[config.mk]
export PLATFORM = sky130hd
export DESIGN_NAME = tick_scheduler
export DESIGN_NICKNAME = d
export VERILOG_FILES = /design/src/rtl/tick_scheduler.sv
export SDC_FILE = /design/constraint.sdc
export NUM_CORES = 1
export LEC_CHECK = 0
export CORE_MARGIN = 2
export CORE_UTILIZATION = 40
export CTS_BUF_LIST = sky130_fd_sc_hd__clkbuf_8
export DETAILED_ROUTE_END_ITERATION = 8
export PLACE_DENSITY_LB_ADDON = 0.05
export SLEW_MARGIN = 20
export SYNTH_ARGS = -nofsm -noshare
export SYNTH_HDL_FRONTEND = slang
export SYNTH_SLANG_ARGS = --single-unit
[constraint.sdc]
create_clock -name clk_i -period 6.2 [get_ports clk_i]
set_clock_uncertainty 0.2 [all_clocks]
set_input_delay 1.24 -clock clk_i [delete_from_list [all_inputs] [get_ports clk_i]]
set_output_delay 1.24 -clock clk_i [all_outputs]
set_load 0.01 [all_outputs]
[src/rtl/tick_scheduler.sv]
// -----------------------------------------------------------------------------
// tick_scheduler
//   Multi-channel periodic event scheduler. Each channel counts base ticks up to
//   a programmable period. When a channel expires it is marked pending. Pending
//   channels are granted round-robin onto a single registered valid/ready event
//   port, so several periodic tasks share one timebase and one consumer.
//
//   Optional feature macro: TICK_SCHED_OVERRUN_EN
//     defined   : sticky per-channel overrun flags, cleared by overrun_clr_i
//                 (a set in the same cycle as the clear wins)
//     undefined : overrun_o tied to 0, overrun_clr_i ignored
//
// Ports
//   clk_i          system clock, rising edge
//   reset_i        asynchronous active-high reset
//   tick_i         base tick strobe, one cycle wide
//   enable_i       per-channel run enable (disabled channel holds count at 0)
//   cfg_we_i       period write strobe
//   cfg_ch_i       channel addressed by the write (out-of-range ignored)
//   cfg_period_i   new period in ticks, 0 = never expires
//   evt_valid_o    event available
//   evt_ch_o       channel of the presented event
//   evt_ready_i    consumer accepts the presented event
//   overrun_o      sticky per-channel overrun flags
//   overrun_clr_i  clear all overrun flags
// -----------------------------------------------------------------------------
module tick_scheduler #(
    parameter int unsigned N_CH     = 4,
    parameter int unsigned PERIOD_W = 16,
    localparam int unsigned CH_W    = (N_CH > 2) ? $clog2(N_CH) : 1
) (
    input  logic                clk_i,
    input  logic                reset_i,
    input  logic                tick_i,
    input  logic [N_CH-1:0]     enable_i,
    input  logic                cfg_we_i,
    input  logic [CH_W-1:0]     cfg_ch_i,
    input  logic [PERIOD_W-1:0] cfg_period_i,
    output logic                evt_valid_o,
    output logic [CH_W-1:0]     evt_ch_o,
    input  logic                evt_ready_i,
    output logic [N_CH-1:0]     overrun_o,
    input  logic                overrun_clr_i
);

    logic [PERIOD_W-1:0] period_q [N_CH];
    logic [PERIOD_W-1:0] period_d [N_CH];
    logic [PERIOD_W-1:0] cnt_q    [N_CH];
    logic [PERIOD_W-1:0] cnt_d    [N_CH];

    logic [N_CH-1:0] pending_q, pending_d;
    logic [N_CH-1:0] cfg_hit, expire, grant_clr, overrun;
    logic [CH_W-1:0] rr_ptr_q, rr_ptr_d;
    logic [CH_W-1:0] grant_ch, scan_ch;
    logic            grant_found, slot_free;
    logic            evt_valid_q, evt_valid_d;
    logic [CH_W-1:0] evt_ch_q, evt_ch_d;

    // Per-channel period/counter update. A config write to a channel beats the
    // tick increment and suppresses its expiry in the same cycle.
    always_comb begin
        for (int c = 0; c < N_CH; c++) begin
            cfg_hit[c]  = cfg_we_i && (cfg_ch_i == CH_W'(c));
            period_d[c] = cfg_hit[c] ? cfg_period_i : period_q[c];
            cnt_d[c]    = cnt_q[c];
            expire[c]   = 1'b0;
            if (cfg_hit[c] || !enable_i[c]) begin
                cnt_d[c] = '0;
            end else if (tick_i && (period_q[c] != '0)) begin
                if (cnt_q[c] == period_q[c] - PERIOD_W'(1)) begin
                    cnt_d[c]  = '0;
                    expire[c] = 1'b1;
                end else begin
                    cnt_d[c] = cnt_q[c] + PERIOD_W'(1);
                end
            end
        end
    end

    // Round-robin search: first pending channel at rr_ptr, rr_ptr+1, ... mod N_CH.
    always_comb begin
        grant_found = 1'b0;
        grant_ch    = '0;
        scan_ch     = '0;
        for (int i = 0; i < N_CH; i++) begin
            scan_ch = CH_W'((32'(rr_ptr_q) + 32'(i)) % N_CH);
            if (!grant_found && pending_q[scan_ch]) begin
                grant_found = 1'b1;
                grant_ch    = scan_ch;
            end
        end
    end

    // Output slot and pending bookkeeping.
    always_comb begin
        slot_free   = !evt_valid_q || evt_ready_i;
        evt_valid_d = evt_valid_q;
        evt_ch_d    = evt_ch_q;
        rr_ptr_d    = rr_ptr_q;
        grant_clr   = '0;
        if (slot_free) begin
            evt_valid_d = grant_found;
            if (grant_found) begin
                evt_ch_d  = grant_ch;
                grant_clr = N_CH'(1) << grant_ch;
                rr_ptr_d  = (grant_ch == CH_W'(N_CH - 1)) ? '0 : grant_ch + CH_W'(1);
            end
        end
        // An expiry coinciding with the grant of the same channel re-arms it
        // instead of counting as an overrun.
        overrun   = expire & pending_q & ~grant_clr;
        pending_d = (pending_q & ~grant_clr) | expire;
    end

    always_ff @(posedge clk_i or posedge reset_i) begin
        if (reset_i) begin
            for (int c = 0; c < N_CH; c++) begin
                period_q[c] <= '0;
                cnt_q[c]    <= '0;
            end
            pending_q   <= '0;
            rr_ptr_q    <= '0;
            evt_valid_q <= 1'b0;
            evt_ch_q    <= '0;
        end else begin
            for (int c = 0; c < N_CH; c++) begin
                period_q[c] <= period_d[c];
                cnt_q[c]    <= cnt_d[c];
            end
            pending_q   <= pending_d;
            rr_ptr_q    <= rr_ptr_d;
            evt_valid_q <= evt_valid_d;
            evt_ch_q    <= evt_ch_d;
        end
    end

    assign evt_valid_o = evt_valid_q;
    assign evt_ch_o    = evt_ch_q;

`ifdef TICK_SCHED_OVERRUN_EN
    logic [N_CH-1:0] overrun_q, overrun_d;

    always_comb begin
        overrun_d = (overrun_clr_i ? '0 : overrun_q) | overrun;
    end

    always_ff @(posedge clk_i or posedge reset_i) begin
        if (reset_i) begin
            overrun_q <= '0;
        end else begin
            overrun_q <= overrun_d;
        end
    end

    assign overrun_o = overrun_q;
`else
    logic unused_overrun;
    assign unused_overrun = overrun_clr_i ^ (|overrun);
    assign overrun_o      = '0;
`endif

endmodule

port_nets.png
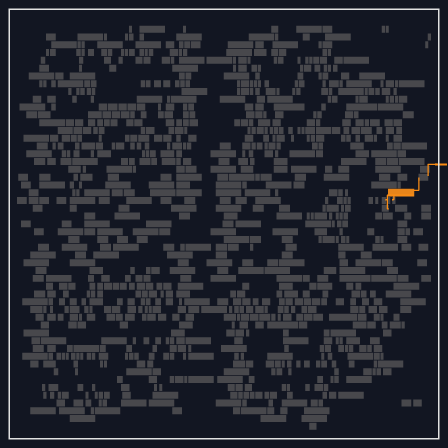
evt_valid_o: in orange, direction output, edge right, end cells 1, wire 30.4 µm.

final_placement.png
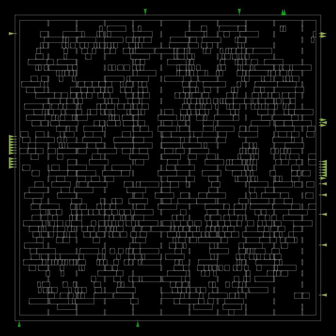
Core ar.: 20900 µm²
flop share of the area: 0.366

met3.png
Scale bar: 50 µm.
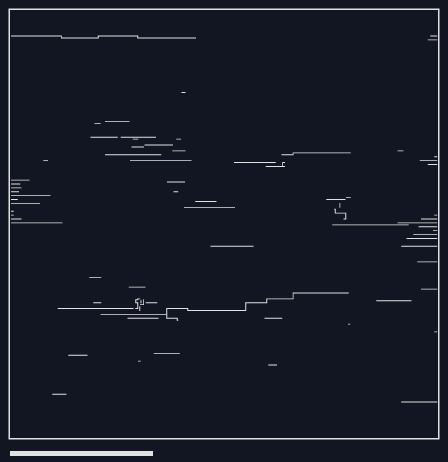
The layer carries 669 µm of wire. 62 nets have wire on it. The longest straight run is 26.5 µm. The wires run mostly horizontal.
GRT met3 Usage: 0.0348
Post-Route WL: 20700 µm

cell_classes.png
Fill, decap, tap and diode cells in grey.
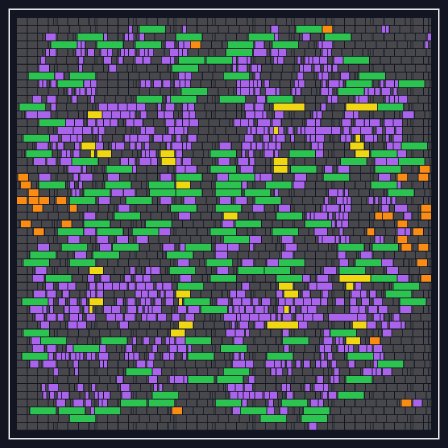
clock drivers and dummy loads: in yellow, cells 31. flip-flops: in green, cells 137. other buffers and delay cells: in orange, cells 32. all other logic: in purple, cells 709.

==> results.ini <==
[run_status]
status=complete, no violations

[global_route]
use_met2=0.316
grt_pass1_vias=6565
top_usage_layer=met2
met1_usage=0.260
grt_max_degree=102
grt_pass1_wl_um=33900
antenna_found_initial=0
grt_usage=0.192

[timing]
hold_viol=0
relSlewSlack=0.302
timing.fmax_ghz=0.243
tightestPinTransition_ns=1.04
tns_ns=0
post-route-period-util=0.663

[floorplanning]
die-area_um2=22400
rows=53
die_w_um=150
initial_core_util=0.405

[clock_tree]
cts_tree=done
numClockSinks=137
cts-htree-levels=4
hold_buffers=0
cts-root-buf=clkbuf_8
cts-buffers-inserted=17
clock_latency_ns=0.45
cts.clk_slew.worst_paths_ns=0.08
cts_setup_buffers=0
cts_resized=0

[yosys]
synth_adder_area_share=0.0192
async_reset_ff_frac=1.00
synth_cell_types=77
ys_warn_count=0
top_cells_by_count=137 x dfrtp_1, 68 x nand2_1, 67 x mux2_2
ys_seq_frac=0.405
xor_area_frac=0.101
ff_type=dfrtp_1
ys_sh_aoi=0.122
yosys.cell_count.top_type=dfrtp_1
ys_cells=880
syn_area_um2=8470
logic_family=simple AND/OR/NAND/NOR gates
yosys.area_share.simple=0.222
ys_top_cells_by_area=dfrtp_1 40%, mux2_2 8.9%, xnor2_1 6.8%
syn_inst=880

[worst_hold_path]
min_path_cells=2
hold_class=reg2reg
worstHoldStart=evt_ch_o[1]
hold_path_end=evt_ch_o[1]

[critical_path]
crit_required_ns=6.35
cp-start-kind=flop
slowest_delay_ns=0.67
cp_slowest_cell=or4_1
rr_worst_depth=8
worstPathMaxFanout=17
cp.arrival_ns=4.26
rr_startpoint=period_q[7]
worstSetupStartpoint=period_q[7]
worstSetupPathType=reg2reg
crit_family=simple AND/OR/NAND/NOR gates
endpoint_kind=flop
path_cells=or4_1 > nor4_1 > mux2_2 > a31o_2 > a2111oi_4 > nand2b_1 > o21ai_0 > a21o_1
cp_num_buf_inv=0

[run]
max-cap-violations=0
tool_warnings=33

[routing]
ant_nets=0
avgRoutedWirePerCell_um=17.5
dr_wl_met2_um=9790
wl_met1_um=10100
wl_met3_um=668
drt_first_pass_iters=5

[placed_design]
port-buffer-count=29
hpwl_um=14600

[finish]
antenna_cells=0
syn_to_final_growth_pct=10.7
fin_nets=938
layout-drive-gt1-share=0.136

[power_and_ir_drop]
power_mw=2.47

stage by stage:
step           worst slack [ns]  instances  hold WS (ns)  area, µm²  utilization
6_report                   2.09       1184         0.279       9380        0.449
5_1_grt                    1.86       1184         0.338       9380        0.449
4_1_cts                    2.11       1184         0.286       9380        0.449
3_5_place_dp               2.05       1153         0.270       8950        0.428
3_3_place_gp               2.13       1153         0.273       8950        0.428
2_1_floorplan              1.09        883         0.288       8480            -
cells in the final DEF, fill, tap and decap left out, types with 8 or more instances in the layout:
cell / n
a21o_1: 12
a21oi_1: 19
a22o_1: 10
and3_1: 26
clkbuf_8: 20
clkdlybuf4s50_1: 29
dfrtp_1: 137
ha_1: 13
inv_1: 30
mux2_2: 67
nand2_1: 68
nand3_1: 45
nand3b_1: 9
nand4_1: 8
nor2_1: 65
nor2b_1: 10
nor3_1: 30
nor3b_1: 9
nor4_1: 20
o21ai_0: 30
o31ai_1: 11
or2_2: 9
or3_1: 15
or4_1: 10
xnor2_1: 66
xor2_1: 32
registers in the layout, indices dropped and copies added, names as in the netlist:
signal       cells
period_q        64
cnt_q           64
rr_ptr_q         2
evt_ch_o         2
pending_q        4
evt_valid_o      1
final cells by class:
class / count / area (µm²) / share of cell area
inverter: 28 / 110 / 0.0117
tap: 275 / 344 / 0.0367
clock inverter: 11 / 154 / 0.0164
sequential: 137 / 3430 / 0.366
multi-input combinational: 681 / 4750 / 0.507
timing repair buffer: 32 / 313 / 0.0334
clock buffer: 20 / 275 / 0.0294
where the power goes:
group          switching [mW]  internal [mW]
clock network           0.351          0.462
logic                   0.259          0.258
registers               0.146          0.991
total                   0.757           1.71
tightest hold or removal path, delay by kind of cell (launching register included):
| kind | cells | cell delay [ns] |
|---|---|---|
| flops | 1 | 0.34 |
| compound gates | 1 | 0.06 |
| simple gates | 1 | 0.04 |
No activity file was given, so power comes from the tool's default toggle rates.
